<file path="config.mk">
export PLATFORM = sky130hd
export DESIGN_NAME = mix_tx_arbiter
export DESIGN_NICKNAME = d
export VERILOG_FILES = /design/src/rtl/mix_tx_arbiter_pkg.sv /design/src/rtl/mix_tx_arbiter_rr_pick.sv /design/src/rtl/mix_tx_arbiter.sv
export SDC_FILE = /design/constraint.sdc
export NUM_CORES = 1
export LEC_CHECK = 0
export CAP_MARGIN = 10
export CORE_UTILIZATION = 46
export CTS_BUF_LIST = sky130_fd_sc_hd__clkbuf_4 sky130_fd_sc_hd__clkbuf_8
export CTS_CLUSTER_SIZE = 20
export DETAILED_ROUTE_END_ITERATION = 10
export GPL_ROUTABILITY_DRIVEN = 0
export PLACE_DENSITY = 0.93
export REMOVE_ABC_BUFFERS = 1
export SYNTH_ARGS = -nofsm -noshare
export SYNTH_HDL_FRONTEND = slang
export SYNTH_SLANG_ARGS = --single-unit
</file>
<file path="constraint.sdc">
create_clock -name clk -period 4.95 [get_ports clk]
set_clock_uncertainty 0.2 [all_clocks]
set_input_delay 0.7425 -clock clk [delete_from_list [all_inputs] [get_ports clk]]
set_output_delay 0.7425 -clock clk [all_outputs]
set_load 0.03 [all_outputs]
</file>
<file path="src/rtl/mix_tx_arbiter_pkg.sv">
// Shared state encoding, character constants and id width for the MIX transmit arbiter.
package mix_tx_arbiter_pkg;

  localparam int DEFAULT_DW = 7;
  localparam int GID_W      = 3;

  localparam logic [6:0] CHAR_CR = 7'd13;
  localparam logic [6:0] CHAR_LF = 7'd10;

  typedef enum logic [1:0] {
    ST_IDLE,
    ST_LOAD,
    ST_WSTART,
    ST_WDONE
  } tx_state_e;

  function automatic logic is_eol(input logic [6:0] ch);
    return (ch == CHAR_CR) || (ch == CHAR_LF);
  endfunction

endpackage

</file>
<file path="src/rtl/mix_tx_arbiter_rr_pick.sv">
// Combinational round-robin picker: first asserted request strictly after ptr, wrapping once.
module mix_tx_arbiter_rr_pick
  import mix_tx_arbiter_pkg::*;
#(
  parameter int NREQ = 2
) (
  input  logic [NREQ-1:0]  req_i,
  input  logic [GID_W-1:0] ptr_i,
  output logic             valid_o,
  output logic [GID_W-1:0] winner_o
);

  always_comb begin
    valid_o  = 1'b0;
    winner_o = '0;
    for (int k = 1; k <= NREQ; k++) begin
      for (int i = 0; i < NREQ; i++) begin
        if (!valid_o && req_i[i] && (i == ((int'(ptr_i) + k) % NREQ))) begin
          valid_o  = 1'b1;
          winner_o = GID_W'(i);
        end
      end
    end
  end

endmodule

</file>
<file path="src/rtl/mix_tx_arbiter.sv">
// Round-robin sharing of the UartTX transmitter between NREQ character sources.
// Optional `MIX_TX_LINE_LOCK_EN keeps a granted source until it sends CR or LF.
module mix_tx_arbiter
  import mix_tx_arbiter_pkg::*;
#(
  parameter int NREQ     = 2,
  parameter int DW       = DEFAULT_DW,
  parameter int START_TO = 4
) (
  input  logic               clk,
  input  logic               reset,
  input  logic [NREQ-1:0]    req,
  input  logic [NREQ*DW-1:0] data,
  output logic [NREQ-1:0]    ack,
  output logic [GID_W-1:0]   grant_id,
  output logic               tx_load,
  output logic [DW-1:0]      tx_data,
  input  logic               tx_busy
);

  localparam int CNT_W = (START_TO > 1) ? $clog2(START_TO) : 1;

  tx_state_e        state_q, state_d;
  logic [GID_W-1:0] ptr_q, ptr_d;
  logic [GID_W-1:0] grant_q, grant_d;
  logic [DW-1:0]    data_q, data_d;
  logic             load_q, load_d;
  logic [NREQ-1:0]  ack_q, ack_d;
  logic [CNT_W-1:0] cnt_q, cnt_d;

  logic [NREQ-1:0]  pick_req;
  logic             pick_valid;
  logic [GID_W-1:0] pick_winner;

`ifdef MIX_TX_LINE_LOCK_EN
  logic             lock_q, lock_d;
  logic [NREQ-1:0]  owner_mask;

  // While a line is open only its owner may win, unless the owner has gone quiet.
  always_comb begin
    owner_mask = '0;
    for (int i = 0; i < NREQ; i++) begin
      owner_mask[i] = (grant_q == GID_W'(i));
    end
    pick_req = req;
    if (lock_q && (|(req & owner_mask))) begin
      pick_req = req & owner_mask;
    end
  end
`else
  always_comb begin
    pick_req = req;
  end
`endif

  mix_tx_arbiter_rr_pick #(
    .NREQ (NREQ)
  ) u_rr_pick (
    .req_i    (pick_req),
    .ptr_i    (ptr_q),
    .valid_o  (pick_valid),
    .winner_o (pick_winner)
  );

  always_comb begin
    state_d = state_q;
    ptr_d   = ptr_q;
    grant_d = grant_q;
    data_d  = data_q;
    load_d  = 1'b0;
    ack_d   = '0;
    cnt_d   = cnt_q;
`ifdef MIX_TX_LINE_LOCK_EN
    lock_d  = lock_q;
`endif
    case (state_q)
      ST_IDLE: begin
`ifdef MIX_TX_LINE_LOCK_EN
        if (lock_q && !(|(req & owner_mask))) begin
          lock_d = 1'b0;
        end
`endif
        if (pick_valid) begin
          grant_d = pick_winner;
          load_d  = 1'b1;
          for (int i = 0; i < NREQ; i++) begin
            if (pick_winner == GID_W'(i)) begin
              data_d   = data[i*DW +: DW];
              ack_d[i] = 1'b1;
            end
          end
          state_d = ST_LOAD;
        end
      end
      ST_LOAD: begin
        ptr_d   = grant_q;
        cnt_d   = '0;
`ifdef MIX_TX_LINE_LOCK_EN
        lock_d  = !is_eol(7'(data_q));
`endif
        state_d = ST_WSTART;
      end
      // A transmitter that never raises busy must not hang the arbiter.
      ST_WSTART: begin
        if (tx_busy) begin
          state_d = ST_WDONE;
        end else if (cnt_q == CNT_W'(START_TO - 1)) begin
          state_d = ST_IDLE;
        end else begin
          cnt_d = cnt_q + CNT_W'(1);
        end
      end
      ST_WDONE: begin
        if (!tx_busy) begin
          state_d = ST_IDLE;
        end
      end
      default: state_d = ST_IDLE;
    endcase
  end

  always_ff @(posedge clk or negedge reset) begin
    if (!reset) begin
      state_q <= ST_IDLE;
      ptr_q   <= '0;
      grant_q <= '0;
      data_q  <= '0;
      load_q  <= 1'b0;
      ack_q   <= '0;
      cnt_q   <= '0;
    end else begin
      state_q <= state_d;
      ptr_q   <= ptr_d;
      grant_q <= grant_d;
      data_q  <= data_d;
      load_q  <= load_d;
      ack_q   <= ack_d;
      cnt_q   <= cnt_d;
    end
  end

`ifdef MIX_TX_LINE_LOCK_EN
  always_ff @(posedge clk or negedge reset) begin
    if (!reset) begin
      lock_q <= 1'b0;
    end else begin
      lock_q <= lock_d;
    end
  end
`endif

  assign ack      = ack_q;
  assign grant_id = grant_q;
  assign tx_load  = load_q;
  assign tx_data  = data_q;

endmodule

</file>
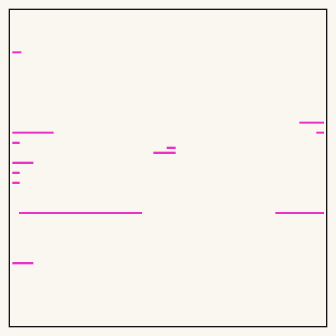
*M3 wires*
share of all routed wire	2.8%
longest straight run	16.3 µm
nets with wire on the layer	12
main direction	horizontal

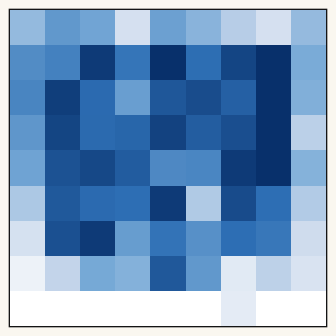
*Placement density heat map*
9 x 9 tiles, from white (low) to dark blue (high), 0 to 100% covered.
mean over tiles	57%
tiles over 75% full	41%
nearly empty tiles	9.9%

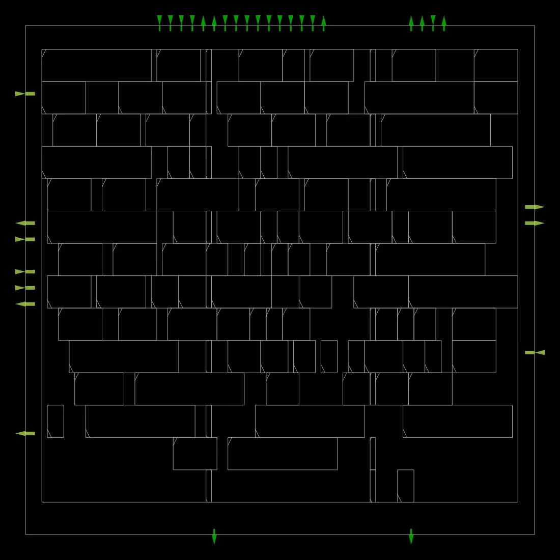
*Cell placement*
tap cell instance count: 16
placeable core region: 1520 µm²
Cell Rows: 14

synth_stat cells (all sizes together):
cell type	n	area share (%)
a21bo	1	1.3
and2b	2	2.0
or2	1	0.82
o21ai	3	2.0
o31a	1	1.1
a21o	1	1.1
nor2b	1	0.82
conb	1	0.49
buf	4	4.9
a221o	6	7.8
ha	1	1.6
inv	1	0.49
nor2	3	1.8
mux2i	1	1.3
a31oi	1	0.82
nor3b	1	0.98
clkbuf	2	1.1
nand2	10	4.9
nor3	7	4.6
mux2	3	4.4
o21bai	1	2.5
nand2b	1	0.82
dfrtp	16	52
through the flow:
stage               util [%]  setup WS [ns]  std cells  hold slack, ns
floorplan                  -           3.13         64           0.247
global placement        67.8           2.45        109           0.295
detailed placement      67.8           2.43        109           0.299
CTS                     70.2           2.67        113           0.326
global route            70.2           2.63        113           0.334
finish                  70.2           2.69        113           0.319
registers in the layout (all words and copies together) (netlist names):
| name | flops |
|---|---|
| tx_load | 1 |
| state_q | 2 |
| ack | 2 |
| tx_data | 7 |
| cnt_q | 2 |
| grant_id | 1 |
| ptr_q | 1 |
layer usage:
metal,GRT usage (%),wire [µm]
met4,5.63,21
met2,31.2,800
met5,0,0
met1,23.6,672
met3,3.83,43
worst register-to-register path: stages, from the launching register on:
cell	delay [ns]
sky130_fd_sc_hd__dfrtp_1	0.46
sky130_fd_sc_hd__or2_1	0.38
sky130_fd_sc_hd__o21bai_4	0.28
sky130_fd_sc_hd__a221o_1	0.38
final cells by class:
cell class | instances | share of cell area [%]
flip-flops and latches | 16 | 37.4
multi-input cells | 47 | 29.8
clock buffers | 4 | 3.39
repair buffers | 29 | 27.1
well taps | 16 | 1.87
inverters | 1 | 0.351
==> results_slide.txt <==
Run Summary

Run status
  – Outcome: finished, final reports clean

STA
  – Endpoints failing hold: 0
  – Fraction of the cycle the final worst path needs: 45.7%
  – Setup tns final: 0 ns
  – Period minus WS final: 2.26 ns
  – Slew @ Worst Pin: between 0.6 and 0.7 ns
  – RSZ-0062 raised after global routing: no
  – Worst rel slew slack: between 50 and 60%
  – Number of pins with negative max-slew slack in the final report: 0

Finish
  – Summed area of non-filler cells in the final layout: 1070 µm²
  – Number of fill cells in the layout: 125
  – Signed area change from the synthesized netlist to the final layout: 39.7%
  – Fraction of final layout cells sized beyond drive strength 1: a little under an eighth

Yosys
  – Number of cells in the yosys synthesis report: 69
  – Synth Cell Area: 766 µm²
  – Average instance area after synthesis: 11.1 µm²
  – Number of distinct library cells after synthesis: 26

Global routing
  – Antenna violations before repair: 0
  – Pin count of the biggest net entering global routing: 17
  – Vias in the first global route: between 500 and 600

Detailed routing
  – DRC violation count after routing: 0
  – Via count: 610
  – Via/cell ratio: 5.40

Critical path
  – Worst Setup Start Kind: register
  – Cell family with most CP delay: buffers and inverters
  – CP max FO: 3
  – Launching element of the worst setup path: grant_id[0]
  – R2R Path End: tx_data[3]

Clocking
  – Number of buffers created by CTS: 3
  – Maximum number of buffers from clock root to sink: 2
  – Resized cells post-CTS: 0

Min path
  – Launch instance of the worst min-delay path: tx_data[2]

Power and ir drop
  – Switching power share of the total: 38.8%
  – Clock share of power: approximately an eighth
  – Total sequential power: ~0.23 mW
  – Comb power: 0.320 mW
  – Power Total: approximately 0.63 mW
  – IR Drop Worst-Case VDD: 0.418 mV
  – Group with the largest share of power: combinational logic

Placed design
  – DP Area: 1030 µm²

Flow run
  – Total of max-cap violations: 0
Power figures rest on the tool's default switching activity, not on a simulated workload.
